===== config.mk =====
export PLATFORM = sky130hd
export DESIGN_NAME = seq_engine
export DESIGN_NICKNAME = d
export VERILOG_FILES = /design/src/rtl/seq_engine.sv
export SDC_FILE = /design/constraint.sdc
export NUM_CORES = 2
export LEC_CHECK = 0
export CAP_MARGIN = 5
export CORE_MARGIN = 2
export CORE_UTILIZATION = 28
export CTS_BUF_LIST = sky130_fd_sc_hd__clkbuf_8
export CTS_CLUSTER_DIAMETER = 60
export DETAILED_ROUTE_END_ITERATION = 7
export GPL_TIMING_DRIVEN = 0
export HOLD_SLACK_MARGIN = 0.1
export RECOVER_POWER = 100
export SYNTH_ARGS = -nofsm -noshare
export SYNTH_HDL_FRONTEND = slang
export SYNTH_SLANG_ARGS = --single-unit
export TNS_END_PERCENT = 50

===== constraint.sdc =====
create_clock -name clk -period 7.8 [get_ports clk]
set_input_delay 1.56 -clock clk [delete_from_list [all_inputs] [get_ports clk]]
set_output_delay 1.56 -clock clk [all_outputs]
set_load 0.02 [all_outputs]

===== src/rtl/seq_engine.sv =====
// Register-file sequence engine: seeds r0/r1, then fills r[i] = r[i-2] OP r[i-1]
// up to N terms, with start/busy/done handshake, sticky overflow and registered read-back.
module seq_engine #(
  parameter int WIDTH  = 32,
  parameter int ADDR_W = 5
) (
  input  logic              clk,
  input  logic              rst_n,
  input  logic              start,
  input  logic [1:0]        op,
  input  logic [WIDTH-1:0]  seed0,
  input  logic [WIDTH-1:0]  seed1,
  input  logic [ADDR_W:0]   count,
  input  logic [ADDR_W-1:0] rd_addr,
  output logic [WIDTH-1:0]  rd_data,
  output logic              busy,
  output logic              done,
  output logic              ovf
);

  localparam int DEPTH = 2**ADDR_W;
  localparam logic [ADDR_W:0]   N_MIN   = (ADDR_W+1)'(2);
  localparam logic [ADDR_W:0]   N_MAX   = (ADDR_W+1)'(DEPTH);
  localparam logic [ADDR_W:0]   N_ONE   = (ADDR_W+1)'(1);
  localparam logic [ADDR_W-1:0] IDX_ONE = ADDR_W'(1);
  localparam logic [ADDR_W-1:0] IDX_TWO = ADDR_W'(2);

  typedef enum logic [2:0] {
    S_IDLE  = 3'd0,
    S_SEED0 = 3'd1,
    S_SEED1 = 3'd2,
    S_RUN   = 3'd3,
    S_DONE  = 3'd4
  } state_t;

  state_t              state_r, state_s;
  logic [WIDTH-1:0]    mem_r [DEPTH];
  logic [1:0]          op_r;
  logic [WIDTH-1:0]    seed0_r, seed1_r;
  logic [ADDR_W:0]     n_r, n_clamp_s, n_m1_s;
  logic [ADDR_W-1:0]   idx_r, idx_m1_s, idx_m2_s;
  logic                busy_r, done_r, ovf_r;
  logic [WIDTH-1:0]    rd_data_r;
  logic [WIDTH-1:0]    opa_s, opb_s, alu_s;
  logic [WIDTH:0]      sum_s, dif_s;
  logic                carry_s;
  logic                wr_en_s, ovf_set_s, busy_nxt_s, done_nxt_s;
  logic [ADDR_W-1:0]   wr_addr_s;
  logic [WIDTH-1:0]    wr_data_s;
  logic                accept_s;

  assign accept_s = (state_r == S_IDLE) && start;
  assign n_m1_s   = n_r - N_ONE;
  assign idx_m1_s = idx_r - IDX_ONE;
  assign idx_m2_s = idx_r - IDX_TWO;
  assign opa_s    = mem_r[idx_m2_s];
  assign opb_s    = mem_r[idx_m1_s];

  // Term count clamp to [2, DEPTH]
  always_comb begin
    if (count < N_MIN) begin
      n_clamp_s = N_MIN;
    end else if (count > N_MAX) begin
      n_clamp_s = N_MAX;
    end else begin
      n_clamp_s = count;
    end
  end

  // ALU; carry_s is carry-out for add and borrow for sub
  always_comb begin
    sum_s = {1'b0, opa_s} + {1'b0, opb_s};
    dif_s = {1'b0, opa_s} - {1'b0, opb_s};
    case (op_r)
      2'b00: begin alu_s = sum_s[WIDTH-1:0]; carry_s = sum_s[WIDTH]; end
      2'b01: begin alu_s = dif_s[WIDTH-1:0]; carry_s = dif_s[WIDTH]; end
      2'b10: begin alu_s = opa_s ^ opb_s;    carry_s = 1'b0;         end
      2'b11: begin alu_s = opa_s | opb_s;    carry_s = 1'b0;         end
      default: begin alu_s = {WIDTH{1'b0}}; carry_s = 1'b0;          end
    endcase
  end

  // FSM state register
  always_ff @(posedge clk or negedge rst_n) begin
    if (!rst_n) begin
      state_r <= S_IDLE;
    end else begin
      state_r <= state_s;
    end
  end

  // FSM next state
  always_comb begin
    case (state_r)
      S_IDLE:  state_s = start ? S_SEED0 : S_IDLE;
      S_SEED0: state_s = S_SEED1;
      S_SEED1: state_s = (n_r > N_MIN) ? S_RUN : S_DONE;
      S_RUN:   state_s = ({1'b0, idx_r} == n_m1_s) ? S_DONE : S_RUN;
      S_DONE:  state_s = S_IDLE;
      default: state_s = S_IDLE;
    endcase
  end

  // FSM outputs: write port and next values of the registered flags
  always_comb begin
    wr_en_s    = 1'b0;
    wr_addr_s  = {ADDR_W{1'b0}};
    wr_data_s  = {WIDTH{1'b0}};
    ovf_set_s  = 1'b0;
    busy_nxt_s = (state_s == S_SEED0) || (state_s == S_SEED1) || (state_s == S_RUN);
    done_nxt_s = (state_s == S_DONE);
    case (state_r)
      S_SEED0: begin wr_en_s = 1'b1; wr_addr_s = {ADDR_W{1'b0}}; wr_data_s = seed0_r; end
      S_SEED1: begin wr_en_s = 1'b1; wr_addr_s = IDX_ONE;        wr_data_s = seed1_r; end
      S_RUN: begin
        wr_en_s   = 1'b1;
        wr_addr_s = idx_r;
        wr_data_s = alu_s;
        ovf_set_s = carry_s;
      end
      default: wr_en_s = 1'b0;
    endcase
  end

  // Register file and read-back; read sees the pre-write value on a collision
  always_ff @(posedge clk or negedge rst_n) begin
    if (!rst_n) begin
      for (int k = 0; k < DEPTH; k++) begin
        mem_r[k] <= {WIDTH{1'b0}};
      end
      rd_data_r <= {WIDTH{1'b0}};
    end else begin
      rd_data_r <= mem_r[rd_addr];
      if (wr_en_s) begin
        mem_r[wr_addr_s] <= wr_data_s;
      end
    end
  end

  // Run capture, write index, handshake flags and sticky overflow
  always_ff @(posedge clk or negedge rst_n) begin
    if (!rst_n) begin
      op_r    <= 2'b00;
      seed0_r <= {WIDTH{1'b0}};
      seed1_r <= {WIDTH{1'b0}};
      n_r     <= {(ADDR_W+1){1'b0}};
      idx_r   <= {ADDR_W{1'b0}};
      busy_r  <= 1'b0;
      done_r  <= 1'b0;
      ovf_r   <= 1'b0;
    end else begin
      busy_r <= busy_nxt_s;
      done_r <= done_nxt_s;
      if (accept_s) begin
        op_r    <= op;
        seed0_r <= seed0;
        seed1_r <= seed1;
        n_r     <= n_clamp_s;
        ovf_r   <= 1'b0;
      end else if (ovf_set_s) begin
        ovf_r <= 1'b1;
      end
      if (state_r == S_SEED1) begin
        idx_r <= IDX_TWO;
      end else if (state_r == S_RUN) begin
        idx_r <= idx_r + IDX_ONE;
      end
    end
  end

  assign rd_data = rd_data_r;
  assign busy    = busy_r;
  assign done    = done_r;
  assign ovf     = ovf_r;

endmodule


### Pin placement

Pins as bars across the die edge, other pins in grey.
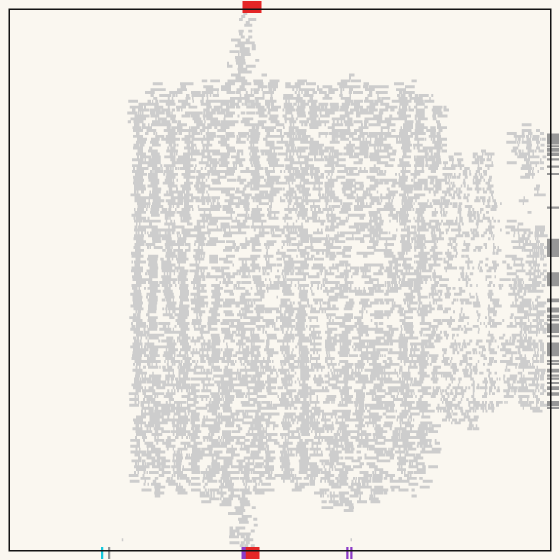
port	colour	pins	direction	edge
`clk`	cyan	1	input	south
`rd_data`	red	32	output	18 north, 14 south
`rd_addr`	purple	5	input	south
all pins by edge	76 east, 21 south, 18 north

### Met3 routing

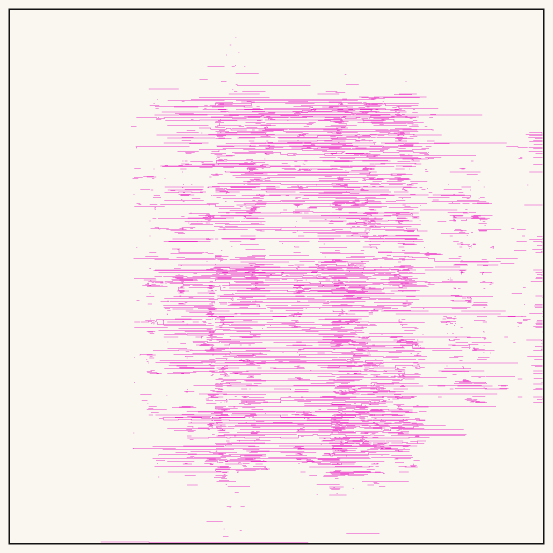
longest straight run	221 um
wire length on this layer	44.8 mm
share of all routed wire	15%
main direction	horizontal
nets with wire on the layer	1,549
routed vias: 58,700
met3 Usage GRT: 9.87%
final wirelength: 301 mm

### Cell placement

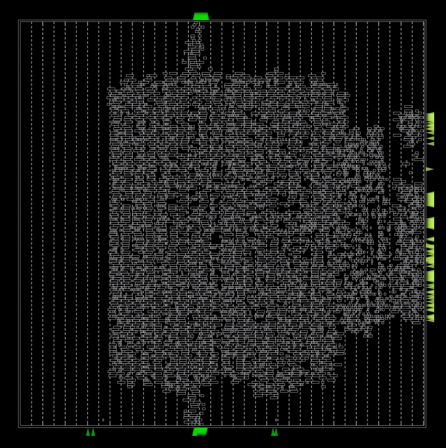
Final Non-Filler Cells: 9,839
Core ar.: 0.248 mm2
Layout fillers: 24,900

### Cell area per tile

The die is cut into 25 by 25 equal tiles; white is low, dark blue is high, 0 to 100% covered.
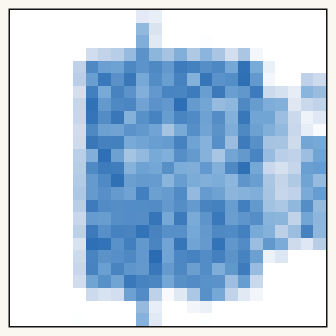
tiles over 75% full	0.20%
densest ninth of the die	centre
fullest tile	76%
nearly empty tiles	39%
mean over tiles	30%
emptiest ninth of the die	north-west

### Clock distribution

Bar = 200 um.
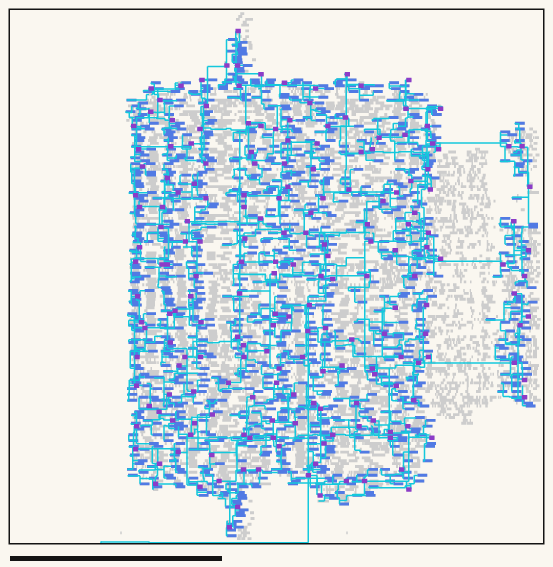
[flip-flops] blue | count: 1,139
[clock-net drivers] purple | count: 197
[clock wires] cyan | length: 17,700 um
routed clock nets	198

==> impl_metrics.tcl <==
# place-and-route summary
set metrics [dict create \
    adder_share_pct 1.91 \
    path_delay_family "buffers and inverters" \
    synth_area_mm2 0.0696 \
    synth-area-yosys_mm2 0.0696 \
    layout-drive-gt1-share_pct 24.7 \
    cpMostUsedCell "clkbuf_1" \
    synthToLayoutAreaGrowth_pct 15.5 \
    pin_count 115 \
    vias_per_cell 5.96 \
    use_met2_pct 35.3 \
    setup_slack_ns -0.132 \
    power_mw 32.7 \
    ys_cells 5994 \
    nonClkBufAreaFrac_pct 5.13 \
    placed_cells 9462 \
    worstPathArrival_ns 8.81 \
    intPower_mw 16.3 \
    startpoint_type "flop" \
    post-route-util_pct 32.4 \
    seq_area_mm2 0.0285 \
    worstHoldStart "seed1_r[25]" \
    top_logic_kind "multiplexers" \
    syn_area_per_cell_um2 11.6 \
    track_usage_pct 23.4 \
    place_area_mm2 0.0754 \
    nets 6518 \
    fp_util_pct 28.1 \
    crit_chain "clkbuf_2 -> clkbuf_4 -> clkbuf_1 -> clkbuf_2 -> mux4_2 -> mux4_2 -> mux2_2 -> ha_1 -> clkbuf_1 -> inv_1 -> a21oi_1 -> nand3_1 -> o2111ai_1 -> nand3_1 -> o41ai_1 -> mux2i_1 -> and3_2 -> clkbuf_1 -> o21ai_0" \
    clock_sinks 1139 \
    pwr-share-comb_pct 57.6 \
    final_cell_area_mm2 0.0804 \
    wl_met2_mm 133 \
    sh_seq_area_pct 35.5 \
    signal_buffers 733 \
    period_used_pct 102 \
    largest_area_cell "dfrtp_1" \
    hold_ws_ns 0.485 \
    dr.pass1.iters 8 \
    wl_per_cell_um 30.6 \
    crit_fanout 10 \
    p_sw_mw 16.5 \
    tritoncts "built" \
    logic_area_mm2 0.0386 \
    synthCells 5994 \
    nClkBuffers 256 \
    slowest_delay_ns 0.72 \
    inverters_excl_clock 104 \
    ir_worst_vdd_v 0.000264 \
    yosysMostFrequentCell "nand2_1" \
    clk_latency_ns 1.04 \
    p_clk_mw 6.34 \
    synth-xor-area-share_pct 0.365 \
    top_layer_used "met5" \
    hold_end "seed1_r[25]" \
    nWellTaps 3330 \
    ys_seq_share_pct 41.0 \
    first_global_vias 56600 \
    required_ns 8.68 \
    hold_viol 0 \
    place_ws_ns -1.72 \
    portBuffers 109 \
    cts_buffers 197 \
    ys_warn_count 0 \
    post-route-min-period_ns 7.93 \
    p_leak_nw 32.1 \
    grt_max_degree 190 \
    tightestPinTransition_ns 5.51 \
    path_buffers 7 \
    yosys-top-cells-count "nand2_1, dfrtp_1, o21ai_0" \
    power.group.top "combinational logic" \
    antenna_cells 10 \
    timing.rr.end "mem_r[408]" \
    grt-busiest-layer "met2" \
    slew_headroom_pct -268 \
    clock_cell_area_share_pct 5.65 \
    met1_usage_pct 28.4 \
    edf_count 0 \
    ctsResizeCount 118 \
    ys_ff 1139 \
    drc 0 \
    gr-total-overflow 0 \
    synth.cellmix.simpleShare_pct 8.99 \
    cts_hold_buf 0 \
    r2r_setup_slack_ns -0.13 \
    ant_nets 0 \
    top_cell_area_share_pct 41.0 \
    hold_class "reg -> reg" \
    cts_setup_buffers 2 \
    fp-row-count 183 \
    grt_pass1_wl_mm 424 \
    slowest_stage "clkbuf_1" \
    endpoint_kind "flop" \
    whs_path_depth 2 \
    cap_viol_max_count 1 \
    rsz0062_at_grt "yes" \
    dp_hpwl_mm 235 \
    synthTopCellsByArea "dfrtp_1, mux4_2, nand2_1, o21ai_0, clkbuf_1" \
    clockBufferDepth 3 \
    fin_skew_ns 0.0739 \
    drt-met1-wl_mm 105 \
    ff_count 1139 \
    syn_nets 6179 \
    power.density_mw_per_mm2 407 \
    clk_pin_slew_ns 0.06 \
    synth.distinct_cells 84 \
    die_y_um 502 \
    drtIter0Drc 8985 \
    setup_viol 30 \
    cts-root-buf "clkbuf_8" \
    path_class "reg -> reg" \
    slew_viol_final 96 \
    flop_cell "dfrtp_1" \
    fmax_mhz 126 \
    r2r_start "idx_r[0]" \
    comb_share_pct 48.1 \
    outcome "finished with violations" \
    tns_ns -1.65 \
    wl_met3_mm 44.8 \
    comb_cell_power_mw 18.9 \
    ys_sh_mux_pct 32.9 \
    failed_checks "max-capacitance violations, max-slew violations, negative setup slack" \
    async_flop_share_pct 100 \
    htree_levels 4 \
    clockPowerShare_pct 19.4 \
    antenna_found_initial 16 \
    lay_top_cells "nand2_1, dfrtp_1, o21ai_0" \
    swShare_pct 50.3 \
    reg2regPathDepth 19 \
    dominant_cells "combinational gates" \
    pg_seq_mw 7.53 \
    pwr-share-seq_pct 23.0 \
    warnings 120 \
]
-- flip-flops by register name, summed over array words and instances (netlist names) --
name     flops
busy         1
done         1
idx_r        5
mem_r     1024
n_r          6
op_r         2
ovf          1
rd_data     32
seed0_r     32
seed1_r     32
state_r      3
-- worst max-delay path by stage --
stage	start	to	slack, ns	cells after the start
5_1_grt	idx_r[1]	mem_r[969]	-0.04	19
3_3_place_gp	rst_n	seed0_r[25]	-46.41	1
2_1_floorplan	idx_r[1]	mem_r[1014]	1.37	21
6_report	idx_r[0]	mem_r[408]	-0.13	19
3_5_place_dp	idx_r[1]	mem_r[983]	-1.72	21
4_1_cts	idx_r[2]	mem_r[728]	0.005	21
-- worst min-delay path: stages, from the launching register on --
cell	delay [ns]
dfrtp_1	0.34
nand2_1	0.05
nand2_1	0.06
No activity file was given, so power comes from the tool's default toggle rates.
